File: config.mk
export PLATFORM = sky130hd
export DESIGN_NAME = timer_counter
export DESIGN_NICKNAME = d
export VERILOG_FILES = /design/src/rtl/timer_counter.sv
export SDC_FILE = /design/constraint.sdc
export NUM_CORES = 1
export LEC_CHECK = 0
export CAP_MARGIN = 20
export CORE_MARGIN = 1.5
export CORE_UTILIZATION = 35
export DETAILED_ROUTE_END_ITERATION = 8
export HOLD_SLACK_MARGIN = 0.02
export PLACE_DENSITY_LB_ADDON = 0.08
export SYNTH_ARGS = -nofsm -noshare
export SYNTH_HDL_FRONTEND = slang
export SYNTH_SLANG_ARGS = --single-unit
File: constraint.sdc
create_clock -name clk -period 2.1 [get_ports clk]
set_input_delay 0.42 -clock clk [delete_from_list [all_inputs] [get_ports clk]]
set_output_delay 0.42 -clock clk [all_outputs]
set_load 0.005 [all_outputs]
File: src/rtl/timer_counter.sv
// timer_counter: 8-bit up/down timer counter for the 8-bit timer.
// The prescaled int_clk is treated as data in the clk domain. Its rising edge
// produces a one-cycle tick that advances the count. The block also supports
// a parallel load and keeps sticky overflow/underflow flags for the status
// register.
module timer_counter #(
    parameter int unsigned WIDTH = 8
) (
    input  logic             clk,
    input  logic             preset_n,
    input  logic             int_clk,
    input  logic             cnt_en,
    input  logic             up_dw,
    input  logic             load,
    input  logic [WIDTH-1:0] tdr,
    input  logic             clr_ovf,
    input  logic             clr_udf,
    output logic [WIDTH-1:0] cnt,
    output logic             tmr_ovf,
    output logic             tmr_udf
);

    localparam logic [WIDTH-1:0] CNT_MAX = {WIDTH{1'b1}};
    localparam logic [WIDTH-1:0] CNT_MIN = {WIDTH{1'b0}};

    logic [WIDTH-1:0] cnt_q, cnt_d;
    logic             ovf_q, ovf_d;
    logic             udf_q, udf_d;
    logic             int_clk_q;
    logic             tick_c;

    // int_clk is derived from clk, so a single delay stage is enough for edge detection
    assign tick_c = int_clk & ~int_clk_q;

    // Next-state logic: load beats tick, and a flag set beats its clear
    always_comb begin
        cnt_d = cnt_q;
        ovf_d = ovf_q & ~clr_ovf;
        udf_d = udf_q & ~clr_udf;
        if (load) begin
            cnt_d = tdr;
        end else if (cnt_en && tick_c) begin
            if (!up_dw) begin
                cnt_d = cnt_q + WIDTH'(1);
                if (cnt_q == CNT_MAX) begin
                    ovf_d = 1'b1;
                end
            end else begin
                cnt_d = cnt_q - WIDTH'(1);
                if (cnt_q == CNT_MIN) begin
                    udf_d = 1'b1;
                end
            end
        end
    end

    // State registers; the edge detector runs even while disabled or loading
    always_ff @(posedge clk or negedge preset_n) begin
        if (!preset_n) begin
            cnt_q     <= '0;
            ovf_q     <= 1'b0;
            udf_q     <= 1'b0;
            int_clk_q <= 1'b0;
        end else begin
            cnt_q     <= cnt_d;
            ovf_q     <= ovf_d;
            udf_q     <= udf_d;
            int_clk_q <= int_clk;
        end
    end

    assign cnt     = cnt_q;
    assign tmr_ovf = ovf_q;
    assign tmr_udf = udf_q;

endmodule

Run 1, floorplan with the power grid:
Pins as bars on the die edge.
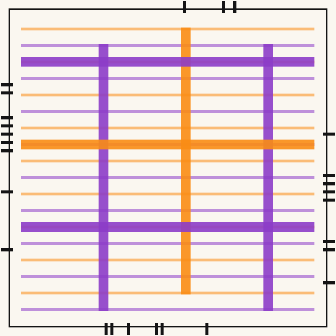
legend:
  VDD:
    colour: orange
  VSS:
    colour: purple
met1 rails: 18
signal pins: 26
Die Wd: 52.1 um
core area: 2230 um^2
Chip Height: 52.1 um
VDD IR max: 0.000313 V

Run 1, cells coloured by class:
The bar under the picture is 20 um long.
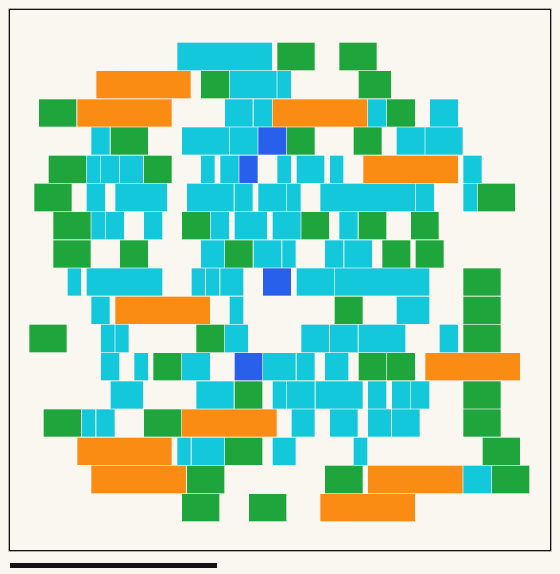
legend:
  sequential cells:
    colour: orange
    cells: 11
  remaining buffers and delay cells:
    colour: green
    cells: 44
  combinational and other logic:
    colour: cyan
    cells: 84
  clock drivers and dummy loads:
    colour: blue
    cells: 4
flop share of the area: 20.7%
cell area after layout: 1330 um^2
Final Util: 59.6%

Run 1, clock network drawn from the DEF:
The bar under the picture is 20 um long.
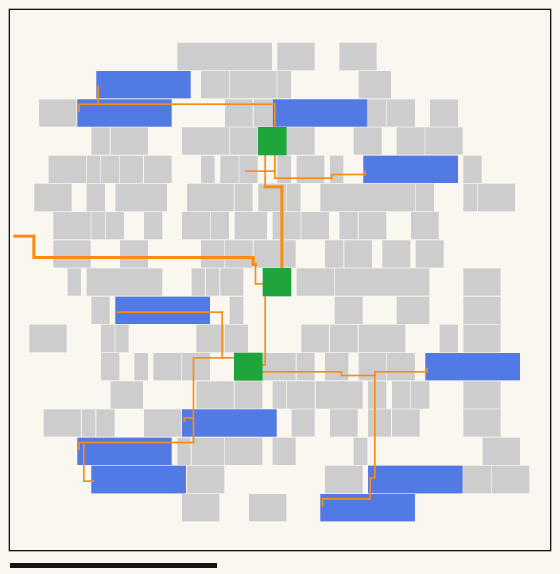
legend:
  flip-flops:
    colour: blue
    count: 11
  clock drivers:
    colour: green
    count: 3
  clock wires:
    colour: orange
    length: 177 um
routed clock nets: 4
Max Clock Skew: 0.0112 ns
clock group power: 0.000156 W

## run 1: synth_stat cells (all sizes together)
master / instances
dfrtp: 11
nand2: 10
a21oi: 8
o21ai: 7
ha: 6
inv: 5
nor2: 5
nor3: 5
a211oi: 4
nor4: 4
clkbuf: 3
nand3: 3
nor2b: 3
nor3b: 3
o21a: 3
nand2b: 2
nand3b: 2
o31a: 2
or4: 2
a21o: 1
a41o: 1
and3b: 1
buf: 1
fa: 1
mux2i: 1
nand4: 1
o21bai: 1
o31ai: 1
o32ai: 1
xnor2: 1
## run 1: state kept, by name, indices dropped and copies added, names as in the netlist
register,count
cnt,8
int_clk_q,1
tmr_ovf,1
tmr_udf,1
## run 1: repair_timing
item / in CTS / in global routing
pin swaps: 0 / 1
buffers inserted: 0 / 0
resized: 1 / 5
setup endpoints to repair: 4 / 2
## run 1: final timing paths
check | from | end | cells after the start
min in group clk | tmr_udf | tmr_udf | 2
setup / recovery | up_dw | cnt[7] | 7
hold / removal | preset_n | cnt[6] | 1
hold reg to reg | tmr_udf | tmr_udf | 2
max in group asynchronous | preset_n | cnt[5] | 1
setup reg to reg | cnt[1] | cnt[7] | 6
## run 1: metrics by stage
step	TNS [ns]	worst slack [ns]	std cells
after detailed placement	-1.83	-0.486	167
after floorplan	0	0.218	99
final	0	0.0666	171
after global routing	0	0.0158	171
after global placement	-1.61	-0.411	167
after CTS	0	0.0570	171
## run 1: metal layers
layer | vias up | wire length, um | GRT usage, %
met3 | 2 | 109 | 2.59
met1 | 432 | 1090 | 24.2
li1 | 458 | - | -
met2 | 25 | 1110 | 32.9
met5 | - | 0 | 0
met4 | 0 | 8 | 5.26
## run 1: report_power, final
group	leakage (nW)	total (W)	internal, W	switching, W
clock	0.0177	0.000156	0.0000706	0.0000850
sequential	0.136	0.000250	0.000230	0.0000208
combinational	0.411	0.000308	0.000177	0.000131
total	0.565	0.000714	0.000478	0.000237
## run 1: kinds of logic (layout without fill, tap and decap cells)
family	count (synthesis)	count (layout)	synth area share, %
adder cells (fa/ha/maj)	7	7	11.3
multiplexers	1	1	1.19
buffers and inverters	9	53	4.15
AND/OR/NAND/NOR	41	41	27.0
flip-flops	11	11	32.6
XOR/XNOR	1	1	1.04
AND-OR/OR-AND	29	29	22.7
## run 1: layout make-up
class,count,area (um^2)
fill,214,903
multi-input combinational,79,582
timing repair buffer,44,392
sequential,11,275
tap,28,35.0
clock buffer,3,22.5
inverter,5,18.8
clock inverter,1,5.00
==> job_summary.md, run 1 <==
### Metrics collected by this job

| Metric | Value |
|---|---|
| Status | `complete, no violations` |
| Ys flops | `11` |
| Clock Path Buffers | `2` |
| Gr ovfl total | `0` |
| Total power | `0.000714 W` |
| Cell type with the largest total area | `dfrtp_1` |
| CP peak stage delay | `0.36 ns` |
| Worst Path Max Fanout | `5` |
| Relative slew margins | `62.2%` |
| Mapped Cells | `99` |
| Antenna cells | `0` |
| Final worst-path cycle share | `96.8%` |
| Pins Over Slew Limit | `0` |
| Startpoint Class | `primary input` |
| Final setup violation count | `0` |
| Share of cells above drive strength 1 | `21.0%` |
| Area leader share | `roughly a third` |
| Pre-antenna DRT Iters | `4` |
| DR DRC count | `0` |
| Hold-fix buffers, CTS | `0` |
| Buffers & Inverters on Critical Path | `1` |
| Critical path type | `primary input to flop` |
| Routed wire length | `2320 um` |
| TritonCTS clock tree | `yes` |
| Hold_ws | `~0.49 ns` |
| Yosys Chip Area | `approximately 840 um^2` |
| Initial Util | `between 30 and 40%` |
Run 1, signal wires by layer:
Only two layers are drawn.
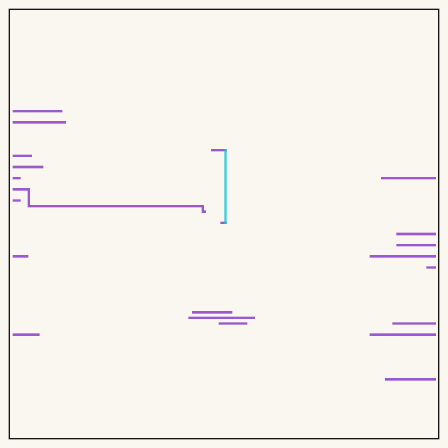

## Run 2: what changed since run 1
--- a/config.mk
+++ b/config.mk
@@ -5,12 +5,12 @@
 export SDC_FILE = /design/constraint.sdc
 export NUM_CORES = 1
 export LEC_CHECK = 0
+export ABC_CLOCK_PERIOD_IN_PS = 2100
 export CAP_MARGIN = 20
 export CORE_MARGIN = 1.5
 export CORE_UTILIZATION = 35
 export DETAILED_ROUTE_END_ITERATION = 8
 export HOLD_SLACK_MARGIN = 0.02
-export PLACE_DENSITY_LB_ADDON = 0.08
 export SYNTH_ARGS = -nofsm -noshare
 export SYNTH_HDL_FRONTEND = slang
 export SYNTH_SLANG_ARGS = --single-unit
Run 2, signal wires by layer:
Only two layers are drawn.
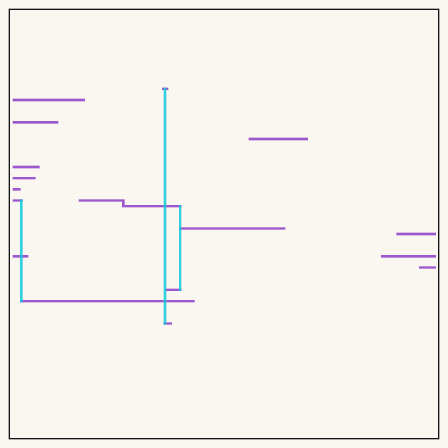
legend:
  metal 3:
    colour: purple
    wire_length: 91.1 um
  metal 4:
    colour: cyan
    wire_length: 51.0 um
routed wire length: 2460 um
Avg WL per Cell: 14.3 um
Via Count: 911

Run 2, the clock network:
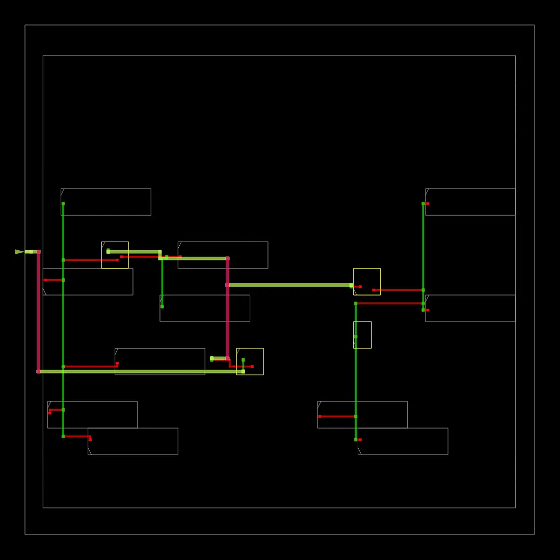
clock group power: 0.000152 W
Max Clock Skew: 0.00351 ns

==> job_summary.md, run 2 <==
### Metrics collected by this job

| Metric | Value |
|---|---|
| Mapped Cells | `99` |
| Final worst-path cycle share | `95.5%` |
| R2r worst-path depth | `6` |
| Status | `complete, no violations` |
| Core area | `2230 um^2` |
| Share of cells above drive strength 1 | `between 20 and 25%` |
| Startpoint Class | `flop` |
| Ys flops | `11` |
| Final WS setup | `0.0954 ns` |
| Clock power frac | `21.3%` |
| Chip Height | `52.1 um` |
| Initial Util | `37.8%` |
| Hold-fix buffers, CTS | `0` |
| Fill cell count | `~210` |
| Antenna cells | `0` |
| Placed cells | `168` |
| Post-CTS Repair Setup Buffers | `0` |
| DP Worst Slack | `-0.486 ns` |
| TritonCTS clock tree | `yes` |
| Async SR Flop Fraction | `100%` |
| Final setup violation count | `0` |
| Comb pwr share | `between 40% and 50%` |
| Main synth FF type | `dfrtp_1` |
| Count of non-filler cells in the finished layout | `172` |
| Die Wd | `around 52 um` |
| Cell type with the largest total area | `dfrtp_1` |
| Cell area after layout | `1320 um^2` |
| Pins Over Slew Limit | `0` |
| Psw | `0.000235 W` |
| Sequential Power Share | `35.3%` |
| Worst Path Max Fanout | `6` |
| Clock Path Buffers | `2` |
| Logic cell area | `566 um^2` |
| Area leader share | `32.6%` |
| Switching Fraction | `33.0%` |
| Synth cell count leaders | `11 x dfrtp_1, 10 x nand2_1, 8 x a21oi_1` |
| Yosys Chip Area | `843 um^2` |
| Most common cell in the synthesized netlist | `dfrtp_1` |
| Relative slew margins | `63.8%` |
| Sequential cell area | `275 um^2` |
| Post-synth EDFFs | `0` |
| Max reg flops | `8` |
| Critical path type | `flop to flop` |
Run 2, floorplan with the power grid:
Pins as bars on the die edge.
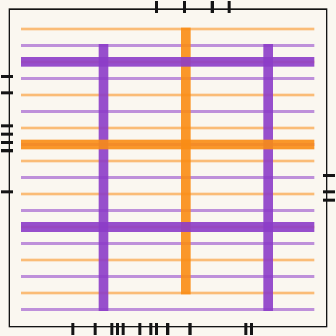
legend:
  VDD:
    colour: orange
  VSS:
    colour: purple
met4 straps: 3
met1 rails: 18
rows: 17
VDD IR max: 0.000483 V

## run 2: netlist changes by cell type in the layout (fill, tap and decap cells not counted)
cell           change
nor4_2             -1
ha_2               +1
dlygate4sd2_1      -1
inv_1              -1
ha_4               -1
inv_2              +1
nor4_1             +1
buf_4              +1
clkbuf_2           +1
## run 2: final timing paths
| path | startpoint | end | slack [ns] |
|---|---|---|---|
| min | preset_n | tmr_ovf | 0.49 |
| min in group clk | tmr_udf | tmr_udf | 0.57 |
| min reg2reg | tmr_udf | tmr_udf | 0.57 |
| max | cnt[1] | cnt[7] | 0.1 |
| max reg2reg | cnt[1] | cnt[7] | 0.1 |
| max in group asynchronous | preset_n | cnt[5] | 1.25 |
## run 2: what timing repair did
item,in CTS,in global routing
resized,1,7
endpoints found under the setup margin,4,2
pin swaps,1,0
## run 2: layout make-up
cell class,instances,area share [%]
inverters,5,1.42
repair buffers,45,30.0
clock inverters,1,0.380
clock buffers,3,1.71
multi-input cells,79,42.9
well taps,28,2.66
flip-flops and latches,11,20.9
## run 2: metal layers
| metal | vias up | global-route usage, % | wire [um] |
|---|---|---|---|
| met5 | - | 0 | 0 |
| met4 | 0 | 8.77 | 51 |
| met3 | 7 | 5.75 | 91 |
| met2 | 18 | 37.3 | 1200 |
| met1 | 429 | 24.6 | 1110 |
| li1 | 457 | - | - |
## run 2: kinds of logic (layout without fill, tap and decap cells)
logic type      after synthesis  count (layout)  share of synthesized area, %
compound gates               29              29                          22.7
xor+xnor                      1               1                          1.04
fa+ha+maj                     7               7                          11.3
buf+inv                       9              54                          4.15
flops                        11              11                          32.6
mux                           1               1                          1.19
simple gates                 41              41                          27.0
## run 2: critical path, cell delays in order, from the launching register on
cell,delay (ns)
dfrtp_1,0.45
ha_1,0.33
a211oi_2,0.34
nor3_2,0.10
o21a_1,0.19
o31a_1,0.29
o31ai_1,0.21
## run 2: metrics by stage
step           hold WS (ns)  utilization [%]  setup TNS [ns]
6_report              0.487             59.0               0
3_5_place_dp          0.561             56.5           -2.02
4_1_cts               0.497             57.7               0
3_3_place_gp          0.521             56.5           -1.58
2_1_floorplan         0.124                -               0
5_1_grt               0.541             59.0               0
## run 2: power by group through the flow
stage | sequential [W] | clock, W | combinational, W
2_1_floorplan | 0.000255 | 0 | 0.000133
3_3_place_gp | 0.000254 | 0 | 0.000288
3_5_place_dp | 0.000254 | 0 | 0.000296
4_1_cts | 0.000250 | 0.000155 | 0.000299
5_1_grt | 0.000256 | 0.000164 | 0.000341
6_report | 0.000252 | 0.000152 | 0.000309
Run 2, cells coloured by class:
The bar under the picture is 20 um long.
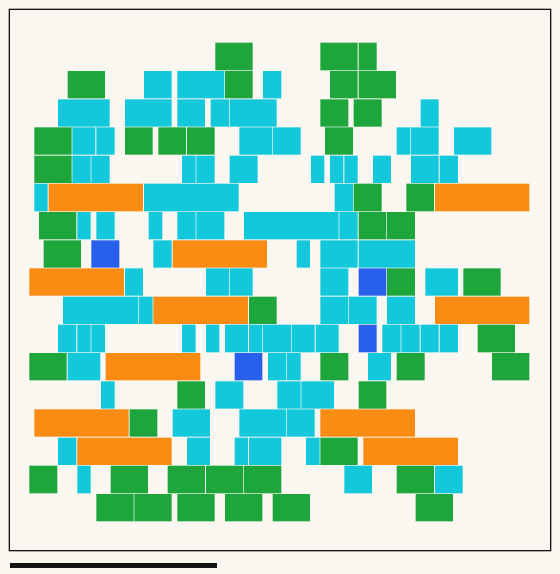

## Run 3: what changed since run 2
--- a/config.mk
+++ b/config.mk
@@ -5,7 +5,7 @@
 export SDC_FILE = /design/constraint.sdc
 export NUM_CORES = 1
 export LEC_CHECK = 0
-export ABC_CLOCK_PERIOD_IN_PS = 2100
+export ABC_CLOCK_PERIOD_IN_PS = 2300
 export CAP_MARGIN = 20
 export CORE_MARGIN = 1.5
 export CORE_UTILIZATION = 35
==> constraint.sdc (replaced) <==
create_clock -name clk -period 2.3 [get_ports clk]
set_input_delay 0.46 -clock clk [delete_from_list [all_inputs] [get_ports clk]]
set_output_delay 0.46 -clock clk [all_outputs]
set_load 0.005 [all_outputs]
Run 3, cells coloured by class:
The bar under the picture is 20 um long.
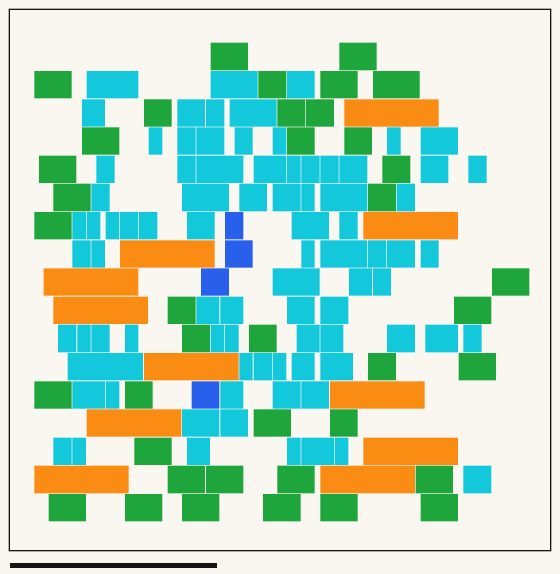
legend:
  sequential cells:
    colour: orange
    cells: 11
  clock drivers and dummy loads:
    colour: blue
    cells: 4
  remaining buffers and delay cells:
    colour: green
    cells: 39
  combinational and other logic:
    colour: cyan
    cells: 84
Final Util: 56.1%
cell area after layout: 1250 um^2
flop share of the area: 22.0%
row count: 17

Run 3, floorplan with the power grid:
Pins as bars on the die edge.
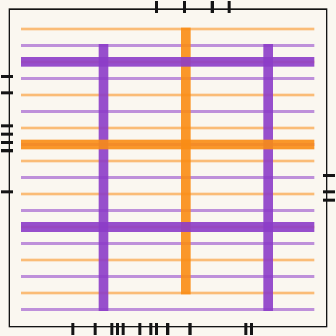
legend:
  VDD:
    colour: orange
  VSS:
    colour: purple
met5 straps: 3
rows: 17
signal pins: 26
met1 rails: 18
met4 straps: 3
VDD IR max: 0.000346 V

Run 3, clock network drawn from the DEF:
The bar under the picture is 20 um long.
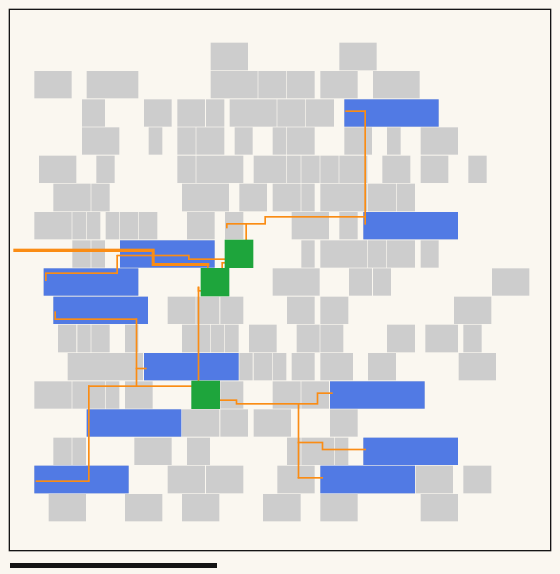
legend:
  clock wires:
    colour: orange
    length: 158 um
  flip-flops:
    colour: blue
    count: 11
  clock drivers:
    colour: green
    count: 3
routed clock nets: 4
clk latency late pin: 0.27 ns
Max Clock Skew: 0.00622 ns
Clock power frac: 22.3%
clock group power: 0.000137 W

==> job_summary.md, run 3 <==
### Metrics collected by this job

| Metric | Value |
|---|---|
| Status | `complete, no violations` |
| DR DRC count | `0` |
| Clock Path Buffers | `2` |
| Final setup violation count | `0` |
| Via Count | `893` |
| Buffers & Inverters on Critical Path | `1` |
| Post-synth EDFFs | `0` |
| CP peak stage delay | `0.46 ns` |
| Post-CTS Repair Setup Buffers | `0` |
| Fill cell count | `216` |
| Initial Util | `37.8%` |
| Avg WL per Cell | `13.5 um` |
| Pre-antenna DRT Iters | `4` |
| Hold-fix buffers, CTS | `0` |
| TritonCTS clock tree | `yes` |
| CP max-delay cell | `dfrtp_1` |
| Mapped Cells | `99` |
| Placed cells | `~160` |
| Synth cell count leaders | `11 x dfrtp_1, 10 x nand2_1, 8 x a21oi_1` |
| Relative slew margins | `65.1%` |
| Ys flops | `11` |
| Yosys Chip Area | `843 um^2` |
| Cell type with the largest total area | `dfrtp_1` |
| Final worst-path cycle share | `87.1%` |
| Most common cell in the synthesized netlist | `dfrtp_1` |
| Startpoint Class | `flop` |
| Gr ovfl total | `0` |
| Async SR Flop Fraction | `100%` |
| Post-cts resize count | `0` |
| Chip Height | `approximately 52 um` |
| Critical Path, Cell by Cell | `ha_1 -> a211oi_2 -> buf_4 -> o21bai_1 -> a21oi_1 -> mux2i_1 -> nand3_1` |
| CP top delay family | `AND-OR/OR-AND gates` |
| Antenna cells | `0` |
| DP Worst Slack | `-0.254 ns` |
| Share of cells above drive strength 1 | `15.2%` |
| Area leader share | `32.6%` |
| Pins Over Slew Limit | `0` |
| Die Wd | `52.1 um` |
| Main synth FF type | `dfrtp_1` |
| Worst Path Max Fanout | `6` |
| Count of non-filler cells in the finished layout | `about 170` |
run 3: cell count changes in the layout (fill, tap and decap cells not counted):
cell,previous run,this run
ha_1,3,6
buf_4,20,14
inv_1,4,5
ha_2,1,0
clkbuf_2,1,0
dlymetal6s2s_1,0,1
ha_4,2,0
inv_2,1,0
run 3: area by class of cell:
type | count | area [um^2] | share of cell area, %
clock buffers | 3 | 22.5 | 1.80
repair buffers | 39 | 358 | 28.6
flip-flops and latches | 11 | 275 | 22.0
multi-input cells | 79 | 538 | 43.0
inverters | 5 | 18.8 | 1.50
well taps | 28 | 35.0 | 2.80
clock inverters | 1 | 5.00 | 0.400
run 3: cells by family (layout without fill, tap and decap cells):
family	Yosys count	in the layout	share of synthesized area, %
compound gates	29	29	22.7
xor+xnor	1	1	1.04
fa+ha+maj	7	7	11.3
buf+inv	9	48	4.15
flops	11	11	32.6
mux	1	1	1.19
simple gates	41	41	27.0
run 3: final timing paths:
check,slack [ns],depth (start not counted),endpoint,start
max in group asynchronous,1.42,1,cnt[5],preset_n
worst max-delay path,0.30,7,cnt[5],cnt[1]
min in group clk,0.55,2,tmr_udf,tmr_udf
worst min-delay path,0.53,1,cnt[0],preset_n
worst max register to register,0.30,7,cnt[5],cnt[1]
worst min register to register,0.55,2,tmr_udf,tmr_udf
run 3: report_power, final:
group	internal, W	total (W)	switching, W	leakage [nW]
Clock	0.0000642	0.000137	0.0000727	0.0177
Sequential	0.000210	0.000232	0.0000228	0.136
Combinational	0.000138	0.000245	0.000107	0.395
Total	0.000412	0.000614	0.000203	0.549
run 3: metrics by stage:
stage	power, W	area (um^2)	setup TNS, ns	hold slack (ns)
floorplan	0.000354	843	0	0.164
global placement	0.000475	1220	-0.704	0.531
detailed placement	0.000480	1220	-0.856	0.533
CTS	0.000617	1240	0	0.543
global route	0.000664	1250	0	0.546
finish	0.000614	1250	0	0.528
run 3: per-layer routing:
| layer | global-route usage [%] | share of wire, % | wire, um | vias up |
|---|---|---|---|---|
| li1 | - | - | - | 449 |
| met1 | 25.1 | 48 | 1070 | 426 |
| met2 | 32.9 | 49 | 1090 | 18 |
| met3 | 2.59 | 3.2 | 72 | 0 |
| met4 | 4.82 | 0 | 0 | 0 |
| met5 | 0 | 0 | 0 | - |
Power and IR drop assume default switching activity.
